===== config.mk =====
export PLATFORM = sky130hd
export DESIGN_NAME = alu_arb
export DESIGN_NICKNAME = d
export VERILOG_FILES = /design/src/rtl/alu_arb.sv
export SDC_FILE = /design/constraint.sdc
export NUM_CORES = 1
export LEC_CHECK = 0
export CORE_AREA = 4 4 242 244
export CTS_BUF_LIST = sky130_fd_sc_hd__clkbuf_2
export DETAILED_ROUTE_END_ITERATION = 6
export DIE_AREA = 0 0 246 248
export HOLD_SLACK_MARGIN = 0.05
export SETUP_SLACK_MARGIN = 0.3
export SYNTH_ARGS = -nofsm -noshare
export SYNTH_HDL_FRONTEND = slang
export SYNTH_SLANG_ARGS = --single-unit

===== constraint.sdc =====
create_clock -name clk -period 1.7 [get_ports clk]
set_input_delay 0.34 -clock clk [delete_from_list [all_inputs] [get_ports clk]]
set_output_delay 0.34 -clock clk [all_outputs]
set_load 0.02 [all_outputs]

===== src/rtl/alu_arb.sv =====
// alu_arb: round-robin arbiter sharing one combinational ALU between NREQ
// requesters, with a single tagged result register on the response side.
// Optional feature: define ALU_ARB_LOCK_EN to let the last-granted requester
// hold the grant across consecutive operations via its lock bit.
module alu_arb #(
  parameter int NREQ = 2,
  parameter int IDW  = 2
) (
  input  logic               clk,
  input  logic               rst,
  input  logic [NREQ-1:0]    req_valid,
  output logic [NREQ-1:0]    req_ready,
  input  logic [64*NREQ-1:0] req_a,
  input  logic [64*NREQ-1:0] req_b,
  input  logic [32*NREQ-1:0] req_ir,
  output logic               rsp_valid,
  output logic [IDW-1:0]     rsp_id,
  output logic [63:0]        rsp_data,
  input  logic [NREQ-1:0]    rsp_ready,
  output logic [63:0]        alu_a,
  output logic [63:0]        alu_b,
  output logic [31:0]        alu_ir,
  input  logic [63:0]        alu_out,
  input  logic [NREQ-1:0]    lock
);

  typedef enum logic {EMPTY, FULL} state_t;

  state_t         state;
  logic [IDW-1:0] ptr;
  logic [IDW-1:0] win;
  logic [IDW-1:0] nxt;
  logic [IDW-1:0] sel;
  logic           any_valid;
  logic           rsp_sel;
  logic           free;
  logic           accept;

`ifndef ALU_ARB_LOCK_EN
  logic unused_lock;
  assign unused_lock = ^lock;
`endif

  // Pick the first valid requester after ptr, optionally overridden by a held lock
  always_comb begin
    any_valid = 1'b0;
    win       = '0;
    for (int k = 1; k <= NREQ; k++) begin
      for (int i = 0; i < NREQ; i++) begin
        if (!any_valid && req_valid[i] && (((int'(ptr) + k) % NREQ) == i)) begin
          any_valid = 1'b1;
          win       = IDW'(i);
        end
      end
    end
`ifdef ALU_ARB_LOCK_EN
    for (int i = 0; i < NREQ; i++) begin
      if ((int'(ptr) == i) && lock[i] && req_valid[i]) begin
        win = IDW'(i);
      end
    end
`endif
  end

  // Idle ALU inputs follow requester ptr+1 so they stay stable and X-free
  always_comb begin
    nxt = '0;
    for (int i = 0; i < NREQ; i++) begin
      if (((int'(ptr) + 1) % NREQ) == i) begin
        nxt = IDW'(i);
      end
    end
    sel = any_valid ? win : nxt;
  end

  // Steer the selected requester's operands onto the shared ALU
  always_comb begin
    alu_a  = req_a[63:0];
    alu_b  = req_b[63:0];
    alu_ir = req_ir[31:0];
    for (int i = 0; i < NREQ; i++) begin
      if (int'(sel) == i) begin
        alu_a  = req_a[64*i +: 64];
        alu_b  = req_b[64*i +: 64];
        alu_ir = req_ir[32*i +: 32];
      end
    end
  end

  // The result register is free when empty or when its owner takes it this cycle
  always_comb begin
    rsp_sel = 1'b0;
    for (int i = 0; i < NREQ; i++) begin
      if (int'(rsp_id) == i) begin
        rsp_sel = rsp_ready[i];
      end
    end
    free = (state == EMPTY) || rsp_sel;
  end

  // One-hot accept to the winner, suppressed during reset or backpressure
  always_comb begin
    req_ready = '0;
    for (int i = 0; i < NREQ; i++) begin
      req_ready[i] = !rst && free && any_valid && (int'(win) == i);
    end
    accept = |(req_valid & req_ready);
  end

  // Result register FSM: capture on accept, drain when the owner is ready
  always_ff @(posedge clk) begin
    if (rst) begin
      state     <= EMPTY;
      rsp_valid <= 1'b0;
      rsp_id    <= '0;
      rsp_data  <= '0;
      ptr       <= IDW'(NREQ - 1);
    end else if (accept) begin
      state     <= FULL;
      rsp_valid <= 1'b1;
      rsp_id    <= win;
      rsp_data  <= alu_out;
      ptr       <= win;
    end else if ((state == FULL) && rsp_sel) begin
      state     <= EMPTY;
      rsp_valid <= 1'b0;
    end
  end

endmodule


==> flow_summary.toml <==
# implementation run metrics
[sta]
setup_slack_ns = -0.910
final-setup-viol-count = 168

[floorplan]
ios = 621
fp.coreArea_sq_mm = 0.0563

[cts]
root_buffer = "clkbuf_2"
path_clk_slew_ns = 0.27
clockBufferDepth = 2

[hold_path]
whs_path_depth = 2

[pwr]
top_power_group = "combinational logic"
clockPowerShare = 0.119

[synthesis]
ys_chip_area_sq_mm = 0.00456
synth.avg_cell_area_sq_um = 13.2
ff_type = "dfxtp_1"
synthAdderAreaFrac = 0.00247
yosys_cells = 344

[final_layout]
mi_logic_area_sq_mm = 0.00298
top_register = "rsp_data"

[detailed_routing]
routedWlPerCell_um = 24.3

[job]
tool_warnings = 31

[setup_path]
cp_top_family = "buffers and inverters"
cp_slowest_stage_delay_ns = 0.37
r2r_start = "rsp_id[0]"
cp_num_cells = 5

[grt]
gr-total-overflow = 0
track_usage = 0.127

[outcome]
status = "finished with violations"
violations = "setup timing"

[placement]
hpwl_mm = 36.0
==> cell families after synthesis <==
group | count (synthesis)
AND-OR/OR-AND | 73
adder cells (fa/ha/maj) | 1
buffers and inverters | 34
flip-flops | 67
multiplexers | 162
other | 1
AND/OR/NAND/NOR | 6
==> layer usage <==
metal	share of wire	vias to the layer above	GRT usage	wire length [um]
met5	0.00062	-	0	27
met3	0.14	60	0.0781	6120
li1	-	2683	-	-
met2	0.52	438	0.241	22700
met4	0.030	4	0.0364	1300
met1	0.30	2725	0.112	13200
==> stage by stage <==
stage	instance area, sq um	total power [mW]	util	cells
floorplan	4620	3.85	-	344
global placement	11600	6.37	0.207	1708
detailed placement	11600	6.39	0.207	1708
CTS	11900	7.62	0.211	1742
global route	12700	8.26	0.227	1778
finish	12800	7.88	0.227	1784
### Routed clock nets over the placement

Bar = 50 um.
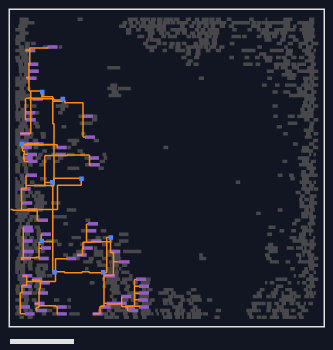
orange -> clock wires  # length 1,220 um
blue -> cells driving clock nets  # count 9
purple -> flip-flops  # count 67
routed clock nets = 10
Clk Latency, worst-skew pair: 0.63 ns
clock-net power: 939 uW

### Placed cells, one colour a class

Bar = 50 um.
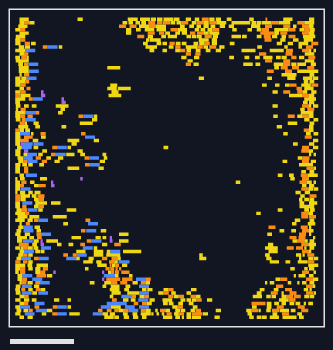
orange -> all other logic  # cells 246
blue -> flip-flops  # cells 67
purple -> clock drivers and dummy loads  # cells 16
yellow -> other buffers and delay cells  # cells 689

### Placement view

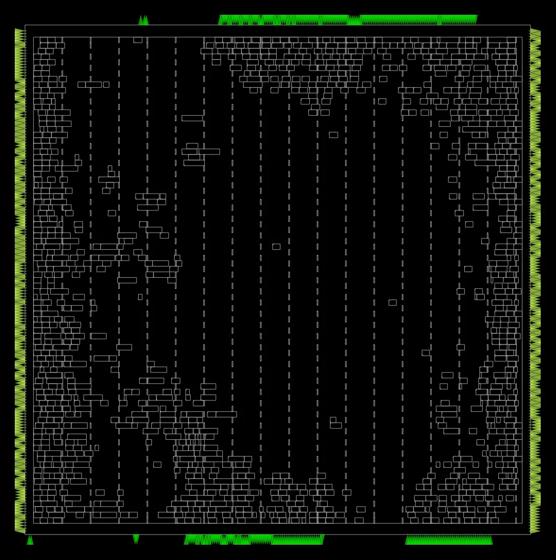
Seq/total area: 0.112
Well-Tap Cells: 756
Row Count: 87

### Signal wires on met2

Cells faint in the background.
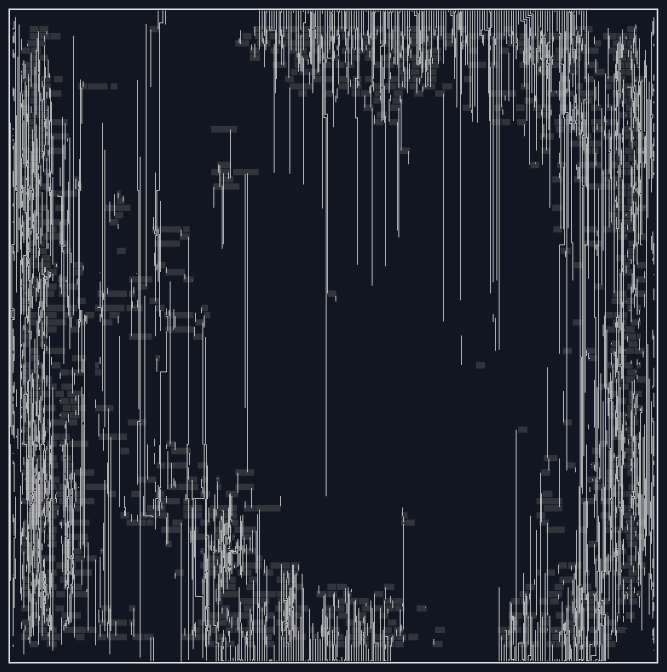
nets with wire on the layer = 1,278
main direction = vertical
share of all routed wire = 52%
wire length on this layer = 22.7 mm
longest straight run = 190 um

No activity file was given, so power comes from the tool's default toggle rates.
